## config.mk

```make
export PLATFORM = sky130hd
export DESIGN_NAME = key_event_queue
export DESIGN_NICKNAME = d
export VERILOG_FILES = /design/src/rtl/key_event_queue_pkg.sv /design/src/rtl/key_event_queue_fifo.sv /design/src/rtl/key_event_queue.sv
export SDC_FILE = /design/constraint.sdc
export NUM_CORES = 1
export LEC_CHECK = 0
export CORE_ASPECT_RATIO = 1.25
export CORE_MARGIN = 2
export CORE_UTILIZATION = 33
export CTS_CLUSTER_SIZE = 14
export DETAILED_ROUTE_END_ITERATION = 16
export GPL_ROUTABILITY_DRIVEN = 0
export SLEW_MARGIN = 15
export SYNTH_ARGS = -nofsm -noshare
export SYNTH_HDL_FRONTEND = slang
export SYNTH_SLANG_ARGS = --single-unit
```

## constraint.sdc

```tcl
create_clock -name clk -period 3 [get_ports clk]
set_input_delay 0.75 -clock clk [delete_from_list [all_inputs] [get_ports clk]]
set_output_delay 0.75 -clock clk [all_outputs]
set_load 0.03 [all_outputs]
```

## src/rtl/key_event_queue_pkg.sv

```systemverilog
// Shared constants and types for the keypad event queue: key code map,
// debounce FSM state encoding and the "keyed sample" predicate.
package key_pkg;

   localparam logic [3:0] KEY_NONE = 4'd13;
   localparam logic [3:0] KEY_STAR = 4'd10;
   localparam logic [3:0] KEY_ZERO = 4'd11;
   localparam logic [3:0] KEY_HASH = 4'd12;
   localparam logic [3:0] KEY_MIN  = 4'd1;
   localparam logic [3:0] KEY_MAX  = 4'd12;

   typedef enum logic [1:0] {
      IDLE      = 2'd0,
      DEB_PRESS = 2'd1,
      HELD      = 2'd2,
      DEB_REL   = 2'd3
   } key_state_t;

   // A sample counts as a real key only when a column is high and the code
   // lies in the printable range; 0 and 13..15 mean "nothing usable".
   function automatic logic is_keyed(input logic p, input logic [3:0] k);
      return p && (k >= KEY_MIN) && (k <= KEY_MAX);
   endfunction

endpackage

```

## src/rtl/key_event_queue_fifo.sv

```systemverilog
// Small first-word-fall-through FIFO for 4-bit key events. A push into a
// full FIFO is accepted only when a pop happens in the same cycle.
module key_event_fifo #(
   parameter int DEPTH = 4
) (
   input  logic                       clk,
   input  logic                       rst_n,
   input  logic                       push,
   input  logic [3:0]                 wdata,
   output logic                       full,
   input  logic                       pop,
   output logic                       valid,
   output logic [3:0]                 rdata,
   output logic [$clog2(DEPTH):0]     count
);

   localparam int AW = $clog2(DEPTH);
   localparam logic [AW-1:0] PTR_ONE = AW'(1);
   localparam logic [AW:0]   CNT_ONE = (AW+1)'(1);
   localparam logic [AW:0]   CNT_MAX = (AW+1)'(DEPTH);

   logic [3:0]    mem_r [DEPTH];
   logic [AW-1:0] wptr_r;
   logic [AW-1:0] rptr_r;
   logic [AW:0]   cnt_r;
   logic          do_pop_s;
   logic          do_push_s;

   assign valid     = (cnt_r != {(AW+1){1'b0}});
   assign full      = (cnt_r == CNT_MAX);
   assign count     = cnt_r;
   assign do_pop_s  = pop && valid;
   assign do_push_s = push && (!full || do_pop_s);
   // Head is shown only while an entry exists so an empty FIFO reads 0.
   assign rdata     = valid ? mem_r[rptr_r] : 4'd0;

   // Storage write on accepted push.
   always_ff @(posedge clk or negedge rst_n) begin
      if (!rst_n) begin
         for (int i = 0; i < DEPTH; i++) mem_r[i] <= 4'd0;
      end else if (do_push_s) begin
         mem_r[wptr_r] <= wdata;
      end
   end

   // Pointer and occupancy bookkeeping; pointers wrap naturally.
   always_ff @(posedge clk or negedge rst_n) begin
      if (!rst_n) begin
         wptr_r <= {AW{1'b0}};
         rptr_r <= {AW{1'b0}};
         cnt_r  <= {(AW+1){1'b0}};
      end else begin
         if (do_push_s) wptr_r <= wptr_r + PTR_ONE;
         if (do_pop_s)  rptr_r <= rptr_r + PTR_ONE;
         case ({do_push_s, do_pop_s})
            2'b10:   cnt_r <= cnt_r + CNT_ONE;
            2'b01:   cnt_r <= cnt_r - CNT_ONE;
            default: cnt_r <= cnt_r;
         endcase
      end
   end

endmodule

```

## src/rtl/key_event_queue.sv

```systemverilog
// Keypad event queue: synchronises the raw scanner outputs, debounces press
// and release, emits one event per keystroke into a FIFO and flags drops.
module key_event_queue
   import key_pkg::*;
#(
   parameter int DEBOUNCE_CYCLES = 500000,
   parameter int FIFO_DEPTH      = 4
) (
   input  logic                          clk,
   input  logic                          rst_n,
   input  logic                          press,
   input  logic [3:0]                    key_in,
   output logic                          out_valid,
   output logic [3:0]                    out_key,
   input  logic                          out_ready,
   output logic [$clog2(FIFO_DEPTH):0]   fifo_count,
   output logic                          key_held,
   output logic                          overflow,
   input  logic                          clr_overflow
);

   localparam int CW = $clog2(DEBOUNCE_CYCLES) + 1;
   localparam logic [CW-1:0] CNT_LAST = CW'(DEBOUNCE_CYCLES - 1);
   localparam logic [CW-1:0] CNT_ONE  = CW'(1);

   logic          press_meta_r;
   logic          s_press;
   logic [3:0]    key_meta_r;
   logic [3:0]    s_key;
   key_state_t    state_r;
   key_state_t    state_nxt;
   logic [CW-1:0] cnt_r;
   logic [CW-1:0] cnt_nxt;
   logic [3:0]    cand_r;
   logic [3:0]    cand_nxt;
   logic          push_s;
   logic          full_s;
   logic          keyed_s;
   logic          drop_s;
   logic          overflow_r;

   assign keyed_s  = is_keyed(s_press, s_key);
   assign key_held = (state_r == HELD) || (state_r == DEB_REL);
   // A push is dropped only when full and the consumer is not freeing a slot.
   assign drop_s   = push_s && full_s && !(out_valid && out_ready);
   assign overflow = overflow_r;

   // Two-flop synchroniser for the asynchronous scanner outputs.
   always_ff @(posedge clk or negedge rst_n) begin
      if (!rst_n) begin
         press_meta_r <= 1'b0;
         s_press      <= 1'b0;
         key_meta_r   <= 4'd0;
         s_key        <= 4'd0;
      end else begin
         press_meta_r <= press;
         s_press      <= press_meta_r;
         key_meta_r   <= key_in;
         s_key        <= key_meta_r;
      end
   end

   // Debounce FSM state, counter and candidate registers.
   always_ff @(posedge clk or negedge rst_n) begin
      if (!rst_n) begin
         state_r <= IDLE;
         cnt_r   <= {CW{1'b0}};
         cand_r  <= 4'd0;
      end else begin
         state_r <= state_nxt;
         cnt_r   <= cnt_nxt;
         cand_r  <= cand_nxt;
      end
   end

   // Debounce next-state logic; the event push happens on press acceptance.
   always_comb begin
      state_nxt = state_r;
      cnt_nxt   = cnt_r;
      cand_nxt  = cand_r;
      push_s    = 1'b0;
      case (state_r)
         IDLE: begin
            if (keyed_s) begin
               cand_nxt  = s_key;
               cnt_nxt   = {CW{1'b0}};
               state_nxt = DEB_PRESS;
            end else begin
               state_nxt = IDLE;
            end
         end
         DEB_PRESS: begin
            if (!keyed_s || (s_key != cand_r)) begin
               state_nxt = IDLE;
            end else if (cnt_r == CNT_LAST) begin
               push_s    = 1'b1;
               state_nxt = HELD;
            end else begin
               cnt_nxt = cnt_r + CNT_ONE;
            end
         end
         HELD: begin
            // Code changes while still pressed are ignored on purpose.
            if (!s_press) begin
               cnt_nxt   = {CW{1'b0}};
               state_nxt = DEB_REL;
            end else begin
               state_nxt = HELD;
            end
         end
         DEB_REL: begin
            if (s_press) begin
               state_nxt = HELD;
            end else if (cnt_r == CNT_LAST) begin
               state_nxt = IDLE;
            end else begin
               cnt_nxt = cnt_r + CNT_ONE;
            end
         end
         default: begin
            state_nxt = IDLE;
            cnt_nxt   = {CW{1'b0}};
         end
      endcase
   end

   // Sticky overflow flag; a drop in the same cycle as a clear keeps it set.
   always_ff @(posedge clk or negedge rst_n) begin
      if (!rst_n) begin
         overflow_r <= 1'b0;
      end else if (drop_s) begin
         overflow_r <= 1'b1;
      end else if (clr_overflow) begin
         overflow_r <= 1'b0;
      end else begin
         overflow_r <= overflow_r;
      end
   end

   key_event_fifo #(
      .DEPTH (FIFO_DEPTH)
   ) u_fifo (
      .clk   (clk),
      .rst_n (rst_n),
      .push  (push_s),
      .wdata (cand_r),
      .full  (full_s),
      .pop   (out_ready),
      .valid (out_valid),
      .rdata (out_key),
      .count (fifo_count)
   );

endmodule
```

Figure 1. Metal 1.
Bar = 20 um.
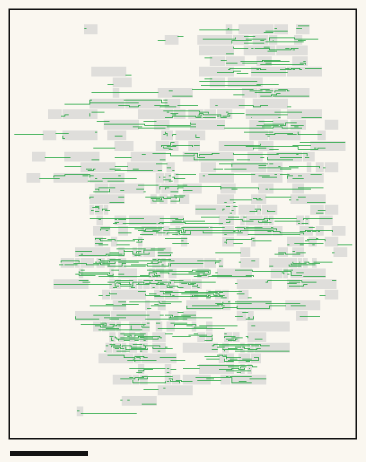
The layer carries 2580 um of wire. The layer holds 47% of the routed length.
global-route met1 utilization: 0.1647
total detailed-routing wirelength: 5537 um
total via count in the routed design: 1999

Figure 2. The metal 2 layer.
Bar = 20 um.
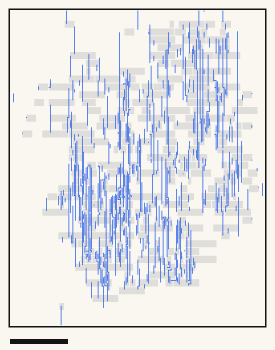
The longest straight run is 51.0 um. 245 nets have wire on it. The layer holds 48% of the routed length. The wires run mostly vertical.
met2 capacity usage during global routing: 0.1998

Figure 3. Metal 3.
Bar = 20 um.
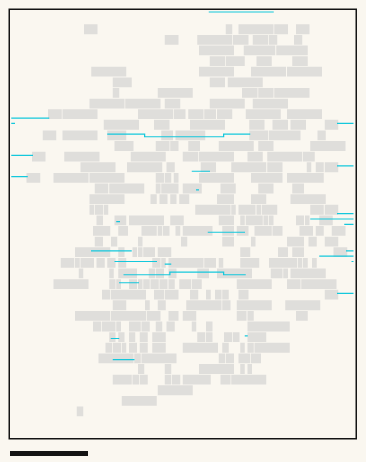
The layer holds 3.5% of the routed length. The layer carries 193 um of wire. The longest straight run is 20.2 um. 21 nets have wire on it. The wires run mostly horizontal.
met3 capacity usage during global routing: 0.03078

==> flow_summary.rst <==
Metrics
=======

.. list-table::
   :header-rows: 1

   * - Metric
     - Value
   * - Number of levels in the clock H-tree
     - 3
   * - Final Max-Slew Violation Tally
     - 0
   * - Top cell excl fill/tap
     - sky130_fd_sc_hd__dfrtp_1
   * - Comb pwr share
     - 0.172
   * - # clock sinks
     - 60
   * - Switching power summed over all nets
     - 0.0006026 W
   * - Number of multi-input combinational cells
     - 174
   * - Synthesized-area fraction occupied by and/or/nand/nor cells
     - 0.1945
   * - Floorplan Core Area
     - 0.008701 mm^2
   * - TNS Setup
     - 0 ns
   * - Area after DPL
     - 0.003291 mm^2
   * - Antenna violations before repair
     - 0
   * - Slew of the pin with the lowest slew margin
     - 0.7302 ns
   * - Most used standard cell by instance count after synthesis
     - sky130_fd_sc_hd__dfrtp_1
   * - Final worst path period need
     - 2.831 ns
   * - Tap cell count
     - 120
   * - Drt first-iter violations
     - 75
   * - CTS tree
     - built
   * - Highest net fanout along the worst path
     - 6
   * - Final Skew
     - 0.008471 ns
   * - TritonCTS buffer count
     - 9
   * - Most flops, register
     - cnt_r
   * - Most numerous cell types in the synthesized netlist
     - sky130_fd_sc_hd__dfrtp_1 (60), sky130_fd_sc_hd__mux2_2 (20), sky130_fd_sc_hd__nand2_1 (17), sky130_fd_sc_hd__a21oi_1 (12)
   * - Area enclosed by the die boundary
     - 0.009705 mm^2
   * - Wire length of the first global-routing pass
     - 9556 um
   * - Reg2Reg Capture Point
     - u_fifo.count[2]$_DFFE_PN0P_
   * - Top routing layer in use
     - met4
   * - Inst Count DP
     - 387
   * - Switching Share
     - 0.2954
   * - Seq. cell area
     - 0.001503 mm^2
   * - Most area-consuming cells after synthesis
     - sky130_fd_sc_hd__dfrtp_1 (51%), sky130_fd_sc_hd__mux2_2 (7.6%), sky130_fd_sc_hd__mux4_2 (3.1%), sky130_fd_sc_hd__ha_1 (2.5%), sky130_fd_sc_hd__mux2i_1 (2.4%)
   * - Total of flip-flops plus latches after synthesis
     - 60
   * - Clock root buffer
     - sky130_fd_sc_hd__clkbuf_8
   * - Final Hold Violating Endpoints
     - 0
   * - Number of different library cells in the post-synthesis netlist
     - 45
   * - Top-level I/O count
     - 19
   * - Floorplan Utilization
     - 0.3387
   * - Total standard cell area after synthesis
     - 0.002947 mm^2
   * - Flops
     - 60
   * - Post-CTS Hold Fix Bufs
     - 0
   * - Worst setup margin
     - 0.1687 ns
   * - Critical path data required time
     - 2.25 ns
   * - Cells after synthesis
     - 251
   * - Fraction of layout instances using a drive strength above 1
     - 0.2085
   * - Most used routing layer in global routing
     - met2
   * - Mux cell area share
     - 0.1384
   * - Number of remaining DRC errors
     - 0
   * - Filler Cell Count
     - 846
   * - Clk slew on worst S/H paths
     - 0.07 ns
   * - Sequential cell area fraction in the yosys report
     - 0.5096
   * - Longest Clk Path Bufs
     - 2
   * - Worst r2r src
     - cnt_r[7]$_DFFE_PN0P_
   * - Yosys warns
     - 0
   * - Run status
     - finished clean
   * - Beginning of the worst hold path
     - key_meta_r[1]$_DFF_PN0_
   * - Antenna diode instance count
     - 0
   * - FFs w/ async S/R, synth
     - 1.000
   * - Total internal power
     - 0.001437 W
   * - Critical path arrival
     - 2.08 ns
   * - Final setup vio count
     - 0
   * - Post-DRT Antenna Nets
     - 0
   * - CTS-repair resized insts
     - 0
   * - Number of placement rows
     - 38
   * - Max cap viols
     - 0
   * - Flip-flop count of the largest register, all copies and words added
     - 20
   * - Clock Power Share
     - 0.360
   * - Nets at Floorplan
     - 267
   * - Mapped Avg Cell Area
     - 11.74 um^2
   * - Buffers outside the clock class
     - 22
   * - Worst skew pair latency
     - 0.35 ns
   * - Main logic family
     - simple AND/OR/NAND/NOR gates
   * - Leakage power figure
     - 1.505 nW
   * - Logic area
     - 0.001380 mm^2
   * - Worst R2R Setup Slack
     - 0.25 ns
   * - Crit Path Category
     - reg2out
   * - Yosys top cell by area
     - sky130_fd_sc_hd__dfrtp_1
   * - Buffering overhead
     - 0.06232
   * - Wire length on met2
     - 2635 um
   * - Number of setup buffers added after CTS
     - 0
   * - Synthesized-area fraction occupied by xor and xnor cells
     - 0.03567
   * - Final Net Count
     - 294
   * - Total design power
     - 0.002040 W
   * - Number of detailed-routing iterations run before antenna repair
     - 4
   * - Critical path startpoint category
     - flip-flop
   * - Largest cell class by area
     - flip-flops and latches
   * - Share of final layout cell area taken by clock buffers and inverters
     - 0.05766
   * - Buffers added on ports
     - 18
   * - Critical path capture point type
     - output pin
No activity file was given, so power comes from the tool's default toggle rates.
